**config.mk**
```make
export PLATFORM = sky130hd
export DESIGN_NAME = trainer_vector_sequencer
export DESIGN_NICKNAME = d
export VERILOG_FILES = /design/src/rtl/trainer_vector_sequencer.sv
export SDC_FILE = /design/constraint.sdc
export NUM_CORES = 1
export LEC_CHECK = 0
export CORE_MARGIN = 2
export CORE_UTILIZATION = 60
export CTS_BUF_LIST = sky130_fd_sc_hd__clkbuf_4 sky130_fd_sc_hd__clkbuf_8
export DETAILED_ROUTE_END_ITERATION = 10
export DONT_BUFFER_PORTS = 1
export PLACE_DENSITY = 0.8
export SYNTH_ARGS = -nofsm -noshare
export SYNTH_HDL_FRONTEND = slang
export SYNTH_SLANG_ARGS = --single-unit
```
**constraint.sdc**
```tcl
create_clock -name clk -period 6.11 [get_ports clk]
set_input_delay 1.222 -clock clk [delete_from_list [all_inputs] [get_ports clk]]
set_output_delay 1.222 -clock clk [all_outputs]
set_load 0.1 [all_outputs]
```
**src/rtl/trainer_vector_sequencer.sv**
```systemverilog
`default_nettype none
//==============================================================================
// Module   : trainer_vector_sequencer
// Brief    : Debounced button front end and truth-table walker/checker for the
//            gate-selector trainer. TRAINER_SWEEP_EN adds a STEP_DIV timer that
//            advances the walk without button presses.
// Revision : 1.0 - initial release
//==============================================================================
module trainer_vector_sequencer #(
    parameter int DEB_CYCLES = 16,
    parameter int CHECK_LAT  = 1,
    parameter int STEP_DIV   = 1000
) (
    input  logic       clk,
    input  logic       rst,
    input  logic       btn_step,
    input  logic       btn_mode,
    input  logic       sw_a,
    input  logic       sw_b,
    input  logic [2:0] sw_sel,
    input  logic       gate_y,
    output logic       a_out,
    output logic       b_out,
    output logic [2:0] sel_out,
    output logic       auto_mode,
    output logic       busy,
    output logic       done,
    output logic [4:0] err_cnt,
    output logic       mismatch
);

    localparam int c_DEB_W  = (DEB_CYCLES > 1) ? $clog2(DEB_CYCLES) : 1;
    localparam int c_WAIT_W = (CHECK_LAT > 0) ? $clog2(CHECK_LAT + 1) : 1;

    localparam logic [2:0] c_ST_IDLE  = 3'd0;
    localparam logic [2:0] c_ST_APPLY = 3'd1;
    localparam logic [2:0] c_ST_WAIT  = 3'd2;
    localparam logic [2:0] c_ST_CHECK = 3'd3;
    localparam logic [2:0] c_ST_ADV   = 3'd4;
    localparam logic [2:0] c_ST_DONE  = 3'd5;

    localparam logic [4:0] c_LAST_IDX = 5'd27;

    if (DEB_CYCLES < 2 || CHECK_LAT < 1 || STEP_DIV < 1) begin : g_param_chk
        $error("trainer_vector_sequencer: parameter out of range");
    end

    // Button debouncers: index 0 = step, index 1 = mode
    logic [1:0] w_btn;
    logic [1:0] w_pulse;
    logic       w_step_p;
    logic       w_mode_p;

    assign w_btn = {btn_mode, btn_step};

    for (genvar gi = 0; gi < 2; gi++) begin : g_deb
        logic [1:0]         r_sync;
        logic [c_DEB_W-1:0] r_cnt;
        logic               r_lvl;
        logic               r_lvl_d;

        always_ff @(posedge clk) begin
            if (rst) begin
                r_sync  <= 2'b00;
                r_cnt   <= '0;
                r_lvl   <= 1'b0;
                r_lvl_d <= 1'b0;
            end else begin
                r_sync  <= {r_sync[0], w_btn[gi]};
                r_lvl_d <= r_lvl;
                if (r_sync[1] == r_lvl) begin
                    r_cnt <= '0;
                end else if (r_cnt == c_DEB_W'(DEB_CYCLES - 1)) begin
                    r_lvl <= r_sync[1];
                    r_cnt <= '0;
                end else begin
                    r_cnt <= r_cnt + c_DEB_W'(1);
                end
            end
        end

        assign w_pulse[gi] = r_lvl & ~r_lvl_d;
    end

    assign w_step_p = w_pulse[0];
    assign w_mode_p = w_pulse[1];

    // Walker state; vector index is {sel[2:0], a, b}
    logic [2:0]          r_state, w_state_nxt;
    logic [4:0]          r_idx, w_idx_nxt;
    logic [c_WAIT_W-1:0] r_wait, w_wait_nxt;
    logic [4:0]          r_err, w_err_nxt;
    logic                r_busy, w_busy_nxt;
    logic                r_done, w_done_nxt;
    logic                r_mis, w_mis_nxt;
    logic                r_auto, w_auto_nxt;
    logic                r_a, r_b;
    logic [2:0]          r_sel;
    logic                w_gold;
    logic                w_adv;

`ifdef TRAINER_SWEEP_EN
    localparam int c_TMR_W = $clog2(STEP_DIV + 1);
    logic [c_TMR_W-1:0] r_tmr;

    // Reloaded on the way into ADV, so every advance restarts a full period
    always_ff @(posedge clk) begin
        if (rst) begin
            r_tmr <= '0;
        end else if (r_state == c_ST_CHECK) begin
            r_tmr <= c_TMR_W'(STEP_DIV - 1);
        end else if (r_state == c_ST_ADV && r_tmr != '0) begin
            r_tmr <= r_tmr - c_TMR_W'(1);
        end
    end

    assign w_adv = w_step_p | (r_tmr == '0);
`else
    assign w_adv = w_step_p;
`endif

    always_comb begin
        w_gold = 1'b0;
        case (r_idx[4:2])
            3'd0:    w_gold = r_idx[1] & r_idx[0];
            3'd1:    w_gold = r_idx[1] | r_idx[0];
            3'd2:    w_gold = ~r_idx[1];
            3'd3:    w_gold = ~(r_idx[1] & r_idx[0]);
            3'd4:    w_gold = ~(r_idx[1] | r_idx[0]);
            3'd5:    w_gold = r_idx[1] ^ r_idx[0];
            3'd6:    w_gold = ~(r_idx[1] ^ r_idx[0]);
            default: w_gold = 1'b0;
        endcase
    end

    always_comb begin
        w_state_nxt = r_state;
        w_idx_nxt   = r_idx;
        w_wait_nxt  = r_wait;
        w_err_nxt   = r_err;
        w_busy_nxt  = r_busy;
        w_done_nxt  = r_done;
        w_mis_nxt   = 1'b0;
        w_auto_nxt  = r_auto;

        if (w_mode_p) begin
            w_auto_nxt  = ~r_auto;
            w_state_nxt = c_ST_IDLE;
            w_busy_nxt  = 1'b0;
            w_done_nxt  = 1'b0;
        end else if (r_auto) begin
            case (r_state)
                c_ST_IDLE, c_ST_DONE: begin
                    if (w_step_p) begin
                        w_err_nxt   = 5'd0;
                        w_idx_nxt   = 5'd0;
                        w_busy_nxt  = 1'b1;
                        w_done_nxt  = 1'b0;
                        w_state_nxt = c_ST_APPLY;
                    end
                end
                c_ST_APPLY: begin
                    w_wait_nxt  = c_WAIT_W'(CHECK_LAT);
                    w_state_nxt = c_ST_WAIT;
                end
                c_ST_WAIT: begin
                    w_wait_nxt = r_wait - c_WAIT_W'(1);
                    if (r_wait <= c_WAIT_W'(1)) begin
                        w_state_nxt = c_ST_CHECK;
                    end
                end
                c_ST_CHECK: begin
                    if (gate_y != w_gold) begin
                        w_mis_nxt = 1'b1;
                        if (r_err != 5'd31) begin
                            w_err_nxt = r_err + 5'd1;
                        end
                    end
                    w_state_nxt = c_ST_ADV;
                end
                c_ST_ADV: begin
                    if (r_idx == c_LAST_IDX) begin
                        w_busy_nxt  = 1'b0;
                        w_done_nxt  = 1'b1;
                        w_state_nxt = c_ST_DONE;
                    end else if (w_adv) begin
                        w_idx_nxt   = r_idx + 5'd1;
                        w_state_nxt = c_ST_APPLY;
                    end
                end
                default: w_state_nxt = c_ST_IDLE;
            endcase
        end
    end

    always_ff @(posedge clk) begin
        if (rst) begin
            r_state <= c_ST_IDLE;
            r_idx   <= 5'd0;
            r_wait  <= '0;
            r_err   <= 5'd0;
            r_busy  <= 1'b0;
            r_done  <= 1'b0;
            r_mis   <= 1'b0;
            r_auto  <= 1'b0;
            r_a     <= 1'b0;
            r_b     <= 1'b0;
            r_sel   <= 3'd0;
        end else begin
            r_state <= w_state_nxt;
            r_idx   <= w_idx_nxt;
            r_wait  <= w_wait_nxt;
            r_err   <= w_err_nxt;
            r_busy  <= w_busy_nxt;
            r_done  <= w_done_nxt;
            r_mis   <= w_mis_nxt;
            r_auto  <= w_auto_nxt;
            // Outputs track the next index so the vector is on the pins during APPLY
            if (w_auto_nxt) begin
                {r_sel, r_a, r_b} <= w_idx_nxt;
            end else begin
                {r_sel, r_a, r_b} <= {sw_sel, sw_a, sw_b};
            end
        end
    end

    assign a_out     = r_a;
    assign b_out     = r_b;
    assign sel_out   = r_sel;
    assign auto_mode = r_auto;
    assign busy      = r_busy;
    assign done      = r_done;
    assign err_cnt   = r_err;
    assign mismatch  = r_mis;

endmodule
`default_nettype wire

```
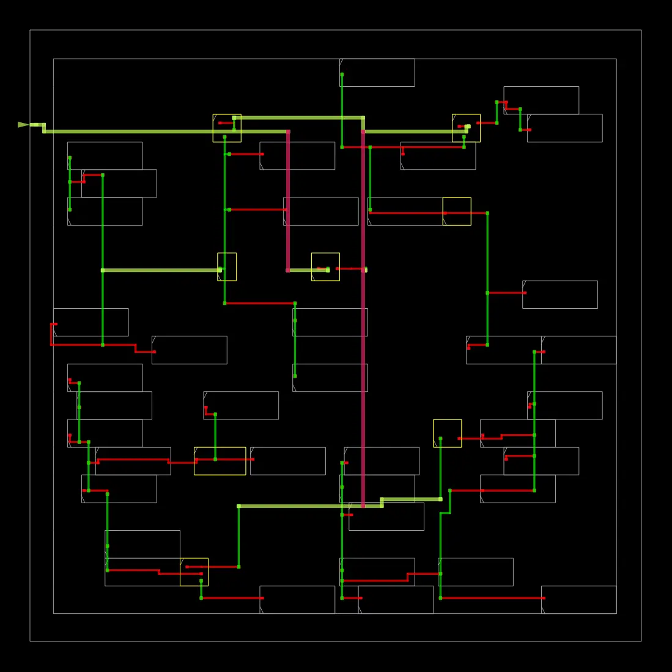
run_1/clocks.png
number of flip-flops and latches: 38
number of sinks on the clock net: 38
setup skew after layout: 0.0105 ns

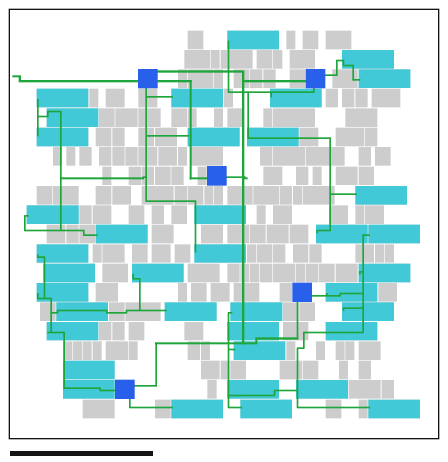
run_1/clk_routes.png
The bar under the picture is 20 µm long.
legend:
  green:
    item: clock wires
    length: 457 µm
  blue:
    item: clock drivers
    count: 5
  cyan:
    item: flip-flops
    count: 38
flops lie: all over the die
clock latency of the later-clocked register in the worst-skew pair: 0.36 ns
power dissipated in the clock network: 141 µW
part of the total power dissipated in the clock network: 34.0%

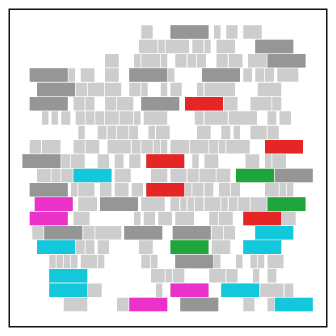
run_1/flops_by_reg.png
Other sequential cells in the stronger gray, the rest of the logic in the fainter gray.
legend:
  green:
    name_in_the_netlist: sel_out
    sequential_cells: 3
  cyan:
    name_in_the_netlist: g_deb.r_cnt
    sequential_cells: 8
  red:
    name_in_the_netlist: r_idx
    sequential_cells: 5
  magenta:
    name_in_the_netlist: g_deb.r_sync
    sequential_cells: 4
Layout Utilization: 64.9%
sequential power: 266 µW
Flop area: 761 µm²

==> PnR_summary.wiki, run 1 <==
=== Synthesis and place and route ===
{| class="wikitable"
! Metric !! Value
|-
| Clock tree cell share of total cell area || 3.27%
|-
| PnR worst setup slack || 3.49 ns
|-
| Synth top cells by count || sky130_fd_sc_hd__dfxtp_1 (38), sky130_fd_sc_hd__nor2_1 (21), sky130_fd_sc_hd__nand2b_1 (13)
|-
| Number of buffers inserted during clock tree synthesis || 5
|-
| Worst setup path startpoint || err_cnt[0]
|-
| Number of antenna violations at the first check in global routing || 0
|-
| Sum of met2 wire segment lengths after detailed routing || 1630 µm
|-
| Outcome || finished clean
|-
| Dominant kind of cell || combinational gates
|-
| Areal power density over the cells || 212 nW/µm²
|-
| Max Transition Viols Final || 0
|-
| Detailed-route wire length || 3500 µm
|-
| Flop share of the area || 39.0%
|-
| Critical Path RT || 4.89 ns
|-
| Main synth FF type || sky130_fd_sc_hd__dfxtp_1
|-
| Cell area after placement || 1890 µm²
|-
| Number of combinational gates with multiple inputs || 154
|-
| Capture endpoint of the worst hold path || g_deb[1].r_sync[1]
|-
| Internal cell power || 310 µW
|-
| Most area-consuming cells after synthesis || sky130_fd_sc_hd__dfxtp_1 (41%), sky130_fd_sc_hd__ha_1 (5.3%), sky130_fd_sc_hd__nand2b_1 (4.3%)
|-
| Comb. cell area || 1030 µm²
|-
| Avg Cell Area, Syn || 8.82 µm²
|-
| Max-cap check violation count || 0
|-
| Count of nets left with antenna violations after detail routing || 0
|-
| Highest signal layer in the routed design || met4
|}
==> run 1 -> run 2 <==
--- a/config.mk
+++ b/config.mk
@@ -6,11 +6,11 @@
 export NUM_CORES = 1
 export LEC_CHECK = 0
 export CORE_MARGIN = 2
-export CORE_UTILIZATION = 60
+export CORE_UTILIZATION = 59
 export CTS_BUF_LIST = sky130_fd_sc_hd__clkbuf_4 sky130_fd_sc_hd__clkbuf_8
 export DETAILED_ROUTE_END_ITERATION = 10
 export DONT_BUFFER_PORTS = 1
-export PLACE_DENSITY = 0.8
+export PLACE_DENSITY = 0.82
 export SYNTH_ARGS = -nofsm -noshare
 export SYNTH_HDL_FRONTEND = slang
 export SYNTH_SLANG_ARGS = --single-unit
==> constraint.sdc (replaced) <==
create_clock -name clk -period 2.4 [get_ports clk]
set_input_delay 0.48 -clock clk [delete_from_list [all_inputs] [get_ports clk]]
set_output_delay 0.48 -clock clk [all_outputs]
set_load 0.1 [all_outputs]
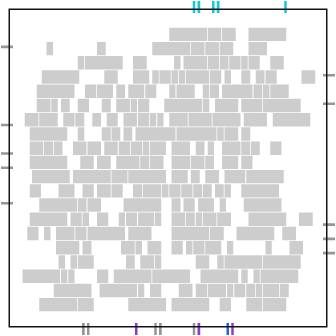
run_2/io_placement.png
Pins as bars across the die edge, other pins in gray.
legend:
  blue:
    port: sw_a
    pins: 1
    direction: input
    edge: south
  purple:
    port: sw_sel
    pins: 3
    direction: input
    edge: south
  cyan:
    port: err_cnt
    pins: 5
    direction: output
    edge: north
all pins by edge: 9 south, 5 east, 5 west, 5 north
port buffer count: 0
die width: 60.4 µm
die span in y: 60.4 µm

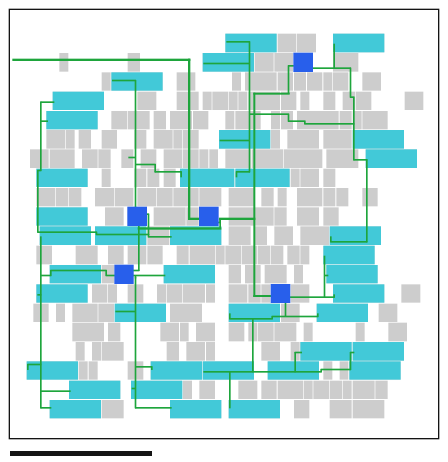
run_2/clk_routes.png
The bar under the picture is 20 µm long.
legend:
  blue:
    item: clock drivers
    count: 5
  cyan:
    item: flip-flops
    count: 38
  green:
    item: clock wires
    length: 443 µm
flops lie: all over the die
clock latency of the later-clocked register in the worst-skew pair: 0.34 ns
part of the total power dissipated in the clock network: 30.6%
power dissipated in the clock network: 310 µW

==> run 2 against run 1 <==
  * Critical path type is now flip-flop to flip-flop
  * Final area is 5.4% higher
  * Synthesized cell count unchanged
  * Via count increased by 3.5%
  * Sequential power up 140%
  * Synthesized area is the same
  * Critical endpoint is now err_cnt[0]
  * First-iteration DRC count fell by 14%
  * Die area increased by 1.6%
  * Worst setup slack got worse by 3.4 ns
==> PnR_summary.wiki, run 2 <==
=== Synthesis and place and route ===
{| class="wikitable"
! Metric !! Value
|-
| Setup skew after layout || 0.00931 ns
|-
| Worst setup path startpoint || r_idx[0]
|-
| Main synth FF type || sky130_fd_sc_hd__dfxtp_1
|-
| Flop share of the area || 37.1%
|-
| Detailed-route wire length || 3690 µm
|-
| Capture endpoint of the worst hold path || r_idx[1]
|-
| Clock tree cell share of total cell area || 2.31%
|-
| Highest signal layer in the routed design || met4
|-
| Number of flip-flops and latches || 38
|-
| Flop area || 763 µm²
|-
| Comb. cell area || 1030 µm²
|-
| Number of buffers inserted during clock tree synthesis || 5
|-
| Layout Utilization || 67.3%
|-
| Areal power density over the cells || 492 nW/µm²
|-
| Most area-consuming cells after synthesis || sky130_fd_sc_hd__dfxtp_1 (41%), sky130_fd_sc_hd__ha_1 (5.3%), sky130_fd_sc_hd__nand2b_1 (4.3%)
|-
| Internal cell power || 759 µW
|-
| PnR worst setup slack || 0.0976 ns
|-
| Critical Path RT || 2.67 ns
|-
| Number of combinational gates with multiple inputs || 154
|-
| Cell area after placement || 2000 µm²
|-
| Outcome || finished clean
|-
| Number of sinks on the clock net || 38
|-
| Count of nets left with antenna violations after detail routing || 0
|-
| Number of antenna violations at the first check in global routing || 0
|}
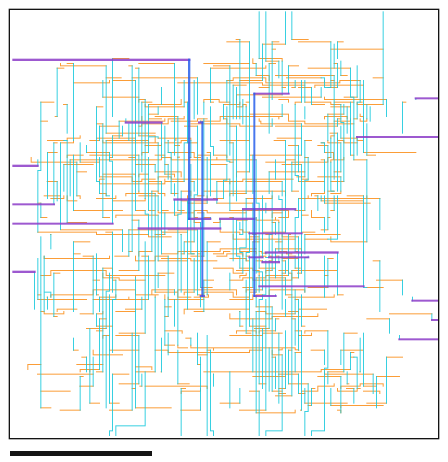
run_2/wires.png
The bar under the picture is 20 µm long.
legend:
  purple:
    layer: metal 3
    wire_length: 163 µm
  orange:
    layer: metal 1
    wire_length: 1520 µm
  cyan:
    layer: metal 2
    wire_length: 1940 µm
  blue:
    layer: metal 4
    wire_length: 75.5 µm

run_2/clocks.png
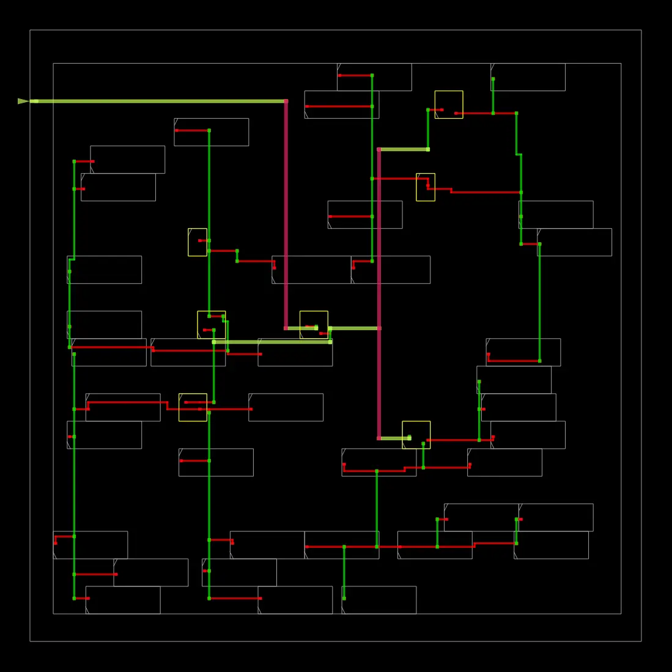

==> run 2 -> run 3 <==
--- a/config.mk
+++ b/config.mk
@@ -11,6 +11,7 @@
 export DETAILED_ROUTE_END_ITERATION = 10
 export DONT_BUFFER_PORTS = 1
 export PLACE_DENSITY = 0.82
+export SKIP_LAST_GASP = 1
 export SYNTH_ARGS = -nofsm -noshare
 export SYNTH_HDL_FRONTEND = slang
 export SYNTH_SLANG_ARGS = --single-unit
==> constraint.sdc (replaced) <==
create_clock -name clk -period 2 [get_ports clk]
set_input_delay 0.4 -clock clk [delete_from_list [all_inputs] [get_ports clk]]
set_output_delay 0.4 -clock clk [all_outputs]
set_load 0.1 [all_outputs]
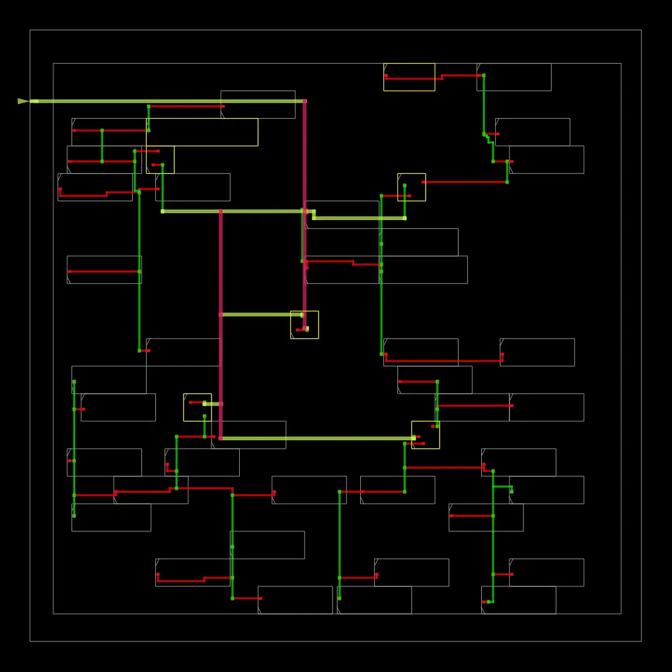
run_3/clocks.png
setup skew after layout: 0.00875 ns
number of buffers inserted during clock tree synthesis: 5
power dissipated in the clock network: 536 µW

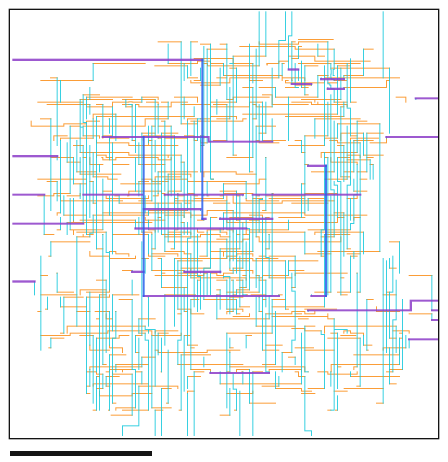
run_3/wires.png
The bar under the picture is 20 µm long.
legend:
  purple:
    layer: metal 3
    wire_length: 224 µm
  blue:
    layer: metal 4
    wire_length: 63.2 µm
  cyan:
    layer: metal 2
    wire_length: 2020 µm
  orange:
    layer: metal 1
    wire_length: 1670 µm

==> run 3 against run 2 <==
  * The run now ends with setup timing left
  * Power grew 36%
  * Wire length rose by 7.7%
  * Via count up 5.2%
  * Synthesized area unchanged
  * Global-route usage increased by 0.55 points
  * Critical endpoint is now err_cnt[4]
  * Largest power group unchanged
==> PnR_summary.wiki, run 3 <==
=== Synthesis and place and route ===
{| class="wikitable"
! Metric !! Value
|-
| Synth top cells by count || sky130_fd_sc_hd__dfxtp_1 (38), sky130_fd_sc_hd__nor2_1 (21), sky130_fd_sc_hd__nand2b_1 (13)
|-
| Number of combinational gates with multiple inputs || 154
|-
| Flop share of the area || 34.5%
|-
| Capture endpoint of the worst hold path || r_idx[1]
|-
| Main synth FF type || sky130_fd_sc_hd__dfxtp_1
|-
| Failing checks || setup timing
|-
| Layout Utilization || 72.9%
|-
| Port buffer count || 0
|-
| Count of nets left with antenna violations after detail routing || 0
|-
| Number of antenna violations at the first check in global routing || 0
|-
| Worst setup path startpoint || r_idx[0]
|-
| Highest signal layer in the routed design || met4
|-
| PnR worst setup slack || -0.215 ns
|-
| Outcome || finished, violations left
|-
| Critical Path RT || 2.28 ns
|-
| Max-cap check violation count || 0
|-
| Final setup vio count || 5
|-
| Number of sinks on the clock net || 38
|-
| Number of flip-flops and latches || 38
|-
| Sum of met2 wire segment lengths after detailed routing || 2020 µm
|-
| Die width || 60.4 µm
|-
| Max Transition Viols Final || 0
|-
| Flop area || 767 µm²
|-
| Clock tree cell share of total cell area || 3.65%
|-
| Internal cell power || 1080 µW
|-
| Die span in y || 60.4 µm
|-
| Comb. cell area || 1060 µm²
|}
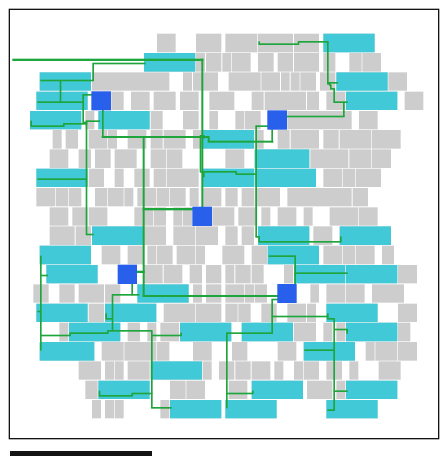
run_3/clk_routes.png
The bar under the picture is 20 µm long.
legend:
  green:
    item: clock wires
    length: 430 µm
  blue:
    item: clock drivers
    count: 5
  cyan:
    item: flip-flops
    count: 38
flops lie: all over the die
routed clock nets: 6
part of the total power dissipated in the clock network: 38.9%
clock latency of the later-clocked register in the worst-skew pair: 0.35 ns

No activity file was given, so power comes from the tool's default toggle rates.
